===== src/rtl/adc_sample_packer.sv =====
// adc_sample_packer: centres offset-binary ADC samples, applies shift gain, buffers them as AXI-Stream beats
module adc_sample_packer #(
  parameter int C_M00_AXIS_TDATA_WIDTH = 64,
  parameter int ADC_WIDTH = 8,
  parameter int FIFO_DEPTH = 4,
  parameter int FRAME_LEN = 1024
) (
  input  logic                                  m00_axis_aclk,
  input  logic                                  m00_axis_areset,
  input  logic [ADC_WIDTH-1:0]                  adc_data,
  input  logic                                  adc_valid,
  input  logic [3:0]                            shift,
  input  logic                                  overflow_clear,
  input  logic                                  m00_axis_tready,
  output logic                                  m00_axis_tvalid,
  output logic [C_M00_AXIS_TDATA_WIDTH-1:0]     m00_axis_tdata,
  output logic [C_M00_AXIS_TDATA_WIDTH/8-1:0]   m00_axis_tstrb,
  output logic                                  m00_axis_tlast,
  output logic                                  overflow,
  output logic [15:0]                           drop_count
);
  localparam int W = C_M00_AXIS_TDATA_WIDTH;
  localparam int PW = $clog2(FIFO_DEPTH);
  localparam int CW = PW + 1;
  localparam int FW = FRAME_LEN > 1 ? $clog2(FRAME_LEN) : 1;
  logic [W:0] mem [FIFO_DEPTH];
  logic [W:0] head, last_q;
  logic [PW-1:0] wr_ptr, rd_ptr;
  logic [CW-1:0] count;
  logic [FW-1:0] frame;
  logic signed [ADC_WIDTH:0] centred;
  logic [W-1:0] scaled;
  logic full, empty, pop, push, drop, frame_last;
  assign centred = $signed({1'b0, adc_data}) - $signed({2'b01, {(ADC_WIDTH-1){1'b0}}});
  assign scaled = {{(W-ADC_WIDTH-1){centred[ADC_WIDTH]}}, centred} << shift;
  assign full = count == CW'(FIFO_DEPTH);
  assign empty = count == '0;
  assign pop = !empty && m00_axis_tready;
  assign push = adc_valid && (!full || pop);
  assign drop = adc_valid && full && !pop;
  assign frame_last = frame == FW'(FRAME_LEN - 1);
  assign head = mem[rd_ptr];
  // An empty FIFO shows the last popped beat so the output never changes to stale slot contents
  assign {m00_axis_tlast, m00_axis_tdata} = empty ? last_q : head;
  assign m00_axis_tvalid = !empty;
  assign m00_axis_tstrb = '1;
  // Sample storage; no reset needed since only occupied slots are ever observed
  always_ff @(posedge m00_axis_aclk)
    if (push) mem[wr_ptr] <= {frame_last, scaled};
  // Pointers, occupancy, frame position and overflow bookkeeping
  always_ff @(posedge m00_axis_aclk) begin
    if (m00_axis_areset) begin
      wr_ptr <= '0;
      rd_ptr <= '0;
      count <= '0;
      frame <= '0;
      last_q <= '0;
      overflow <= 1'b0;
      drop_count <= '0;
    end else begin
      if (push) wr_ptr <= wr_ptr + 1'b1;
      if (push) frame <= frame_last ? '0 : frame + 1'b1;
      if (pop) rd_ptr <= rd_ptr + 1'b1;
      if (pop) last_q <= head;
      count <= count + CW'(push) - CW'(pop);
      overflow <= drop || (overflow && !overflow_clear);
      if (drop && drop_count != 16'hFFFF) drop_count <= drop_count + 1'b1;
    end
  end
endmodule


===== config.mk =====
export PLATFORM = sky130hd
export DESIGN_NAME = adc_sample_packer
export DESIGN_NICKNAME = d
export VERILOG_FILES = /design/src/rtl/adc_sample_packer.sv
export SDC_FILE = /design/constraint.sdc
export NUM_CORES = 1
export LEC_CHECK = 0
export CAP_MARGIN = 20
export CORE_MARGIN = 3
export CORE_UTILIZATION = 24
export DETAILED_ROUTE_END_ITERATION = 8
export HOLD_SLACK_MARGIN = 0.15
export PLACE_DENSITY = 0.54
export SETUP_SLACK_MARGIN = 0.02
export SLEW_MARGIN = 20
export SYNTH_ARGS = -nofsm -noshare
export SYNTH_HDL_FRONTEND = slang
export SYNTH_SLANG_ARGS = --single-unit

===== constraint.sdc =====
create_clock -name m00_axis_aclk -period 4.15 [get_ports m00_axis_aclk]
set_clock_uncertainty 0.15 [all_clocks]
set_input_delay 0.83 -clock m00_axis_aclk [delete_from_list [all_inputs] [get_ports m00_axis_aclk]]
set_output_delay 0.83 -clock m00_axis_aclk [all_outputs]
set_load 0.05 [all_outputs]

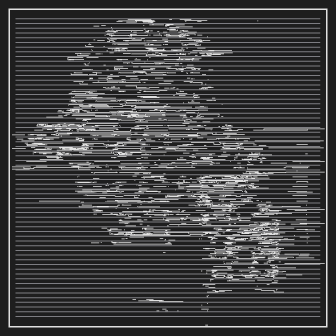
Figure 1: met1 routing.
Supply wires on this layer in gray.
main direction: horizontal
wire length on this layer: 7,690 um
nets with wire on the layer: 599
longest straight run: 39.6 um

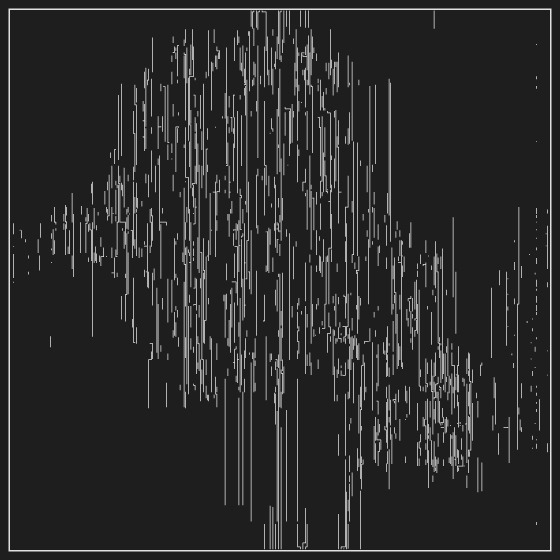
Figure 2: M2 wires.
share of all routed wire: 47%
wire length on this layer: 7,750 um
main direction: vertical
nets with wire on the layer: 579
longest straight run: 57.3 um
GR Util met2: 0.165
final WL: 16,600 um
vias: 4,726

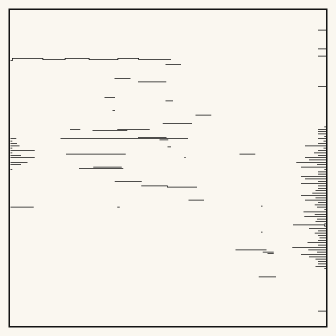
Figure 3: signal wires on met3.
longest straight run: 73.1 um
main direction: horizontal
share of all routed wire: 6.0%
nets with wire on the layer: 98
wire length on this layer: 1,000 um
grt met3 use: 0.0280

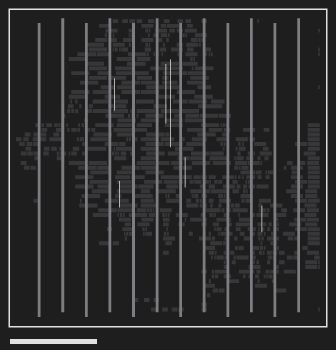
Figure 4: the metal 4 layer.
The bar under the picture is 50 um long. Supply wires on this layer in gray.
share of all routed wire: 0.90%
main direction: vertical

[sequential cells by signal, summed over array words and instances (netlist names), named ones only]
signal / cells
drop_count: 16
overflow: 1
mem: 100
wr_ptr: 2
last_q: 25
frame: 10
count: 3
rd_ptr: 2
[cell families (layout without fill, tap and decap cells)]
| logic type | after synthesis | in the layout | synth area share |
|---|---|---|---|
| AND-OR/OR-AND | 85 | 85 | 0.0663 |
| XOR/XNOR | 10 | 10 | 0.0118 |
| adder cells (fa/ha/maj) | 9 | 9 | 0.0162 |
| buffers and inverters | 93 | 159 | 0.0732 |
| flip-flops | 161 | 161 | 0.569 |
| multiplexers | 71 | 71 | 0.146 |
| other | 1 | 8 | 0.000505 |
| AND/OR/NAND/NOR | 167 | 167 | 0.117 |
[power breakdown]
group	total [mW]	leakage [nW]	switching, mW	internal (mW)
clock network	1.66	0.312	0.727	0.933
registers	1.98	1.42	0.0950	1.88
logic	4.07	1.55	2.38	1.69
total	7.71	3.28	3.20	4.50
[cell type report]
cell class	count	area (sq um)
Clock buffer	17	425
Clock inverter	15	211
Fill cell	2920	20400
Inverter	13	48.8
Multi-Input combinational cell	350	2680
Sequential cell	161	4230
Tap cell	390	488
Timing Repair Buffer	114	1530
[worst min-delay path: cells and delay by family, from the launching register on]
family | cells | cell delay, ps
flip-flops | 1 | 310
AND-OR/OR-AND | 1 | 50
AND/OR/NAND/NOR | 1 | 50
[layout by cell type (no fill, tap or decap), drive strengths merged, types with 3 or more instances in the layout]
| cell | instances |
|---|---|
| inv | 22 |
| nand4 | 8 |
| edfxtp | 100 |
| conb | 8 |
| nor3 | 6 |
| a31oi | 3 |
| xor2 | 7 |
| nor4 | 6 |
| mux4 | 27 |
| ha | 8 |
| clkdlybuf4s50 | 57 |
| a21oi | 51 |
| and3 | 8 |
| buf | 57 |
| dfxtp | 61 |
| nand3 | 11 |
| nor2 | 21 |
| or3 | 6 |
| o21ai | 9 |
| nand2 | 70 |
| and2 | 3 |
| or4 | 8 |
| and4 | 6 |
| xnor2 | 3 |
| mux2 | 27 |
| clkbuf | 17 |
| clkinv | 4 |
| o31ai | 9 |
| mux2i | 17 |
| nand2b | 3 |
| nand3b | 4 |
[per-stage QoR]
stage,setup slack [ps],total power [mW]
CTS,219,7.81
global placement,417,6.15
finish,318,7.71
global route,144,8.01
detailed placement,406,6.14
floorplan,560,4.69
[metal layers]
layer	global-route usage	vias up
met4	0.0256	0
met5	0	-
met1	0.133	2289
met2	0.165	137
li1	-	2285
met3	0.0280	15
[path summary, 6_finish.rpt]
path	end	from	cells after the start	slack (ps)
min	last_q[4]	last_q[4]	2	300
min reg2reg	last_q[4]	last_q[4]	2	300
max	m00_axis_tdata[9]	flip-flop	4	320
max reg2reg	count[2]	count[1]	13	1070
==> deck_impl_summary.md <==
Physical Implementation Snapshot

Status
  • Status: completed

Setup path
  • CP endpoint kind: output pin
  • WP data arrival: 2850 ps
  • Crit path max fanout: 11

Synthesis
  • Ys Warns: 0
  • Top post-synthesis cells by area: edfxtp_1 40%, dfxtp_1 16%, mux4_2 8.2%
  • Area leader, netlist: edfxtp_1

Cells and area
  • Share of cells above drive strength 1: 0.228
  • Post-route cell area: roughly 9600 sq um

Pwr
  • Leak: 3.28 nW

STA
  • Final hold violations: 0
  • Worst-Margin Slew: 969 ps
  • Cycle use final: 0.923
  • Setup TNS: 0 ps
  • Final setup violation count: 0

Placement
  • Global placement routability congestion: 0.744

Die
  • Die Span Y: 182 um
  • FP Util: 0.247
  • Core ar.: 30,000 sq um
  • Cell Rows: 63

Clock network
  • CTS tree: done
  • Clk slew on worst S/H paths: 70 ps
  • CTS HTree Levels: 4

Routing
  • DRT antenna net count: 0
  • First-pass DRT Iterations: 4
  • Highest metal used: met4
  • Iter 0 DRT Violations: slightly above 300
  • WL met2: 7750 um

Global routing
  • Number of global-route vias before repair: about 4,600
  • Largest net degree at the start of global routing: 42
  • Total track usage: 0.101
  • First-pass GRT wire length: 26,500 um

Run
  • Log Warnings: 29
Power is estimated from default activity; no workload was simulated.
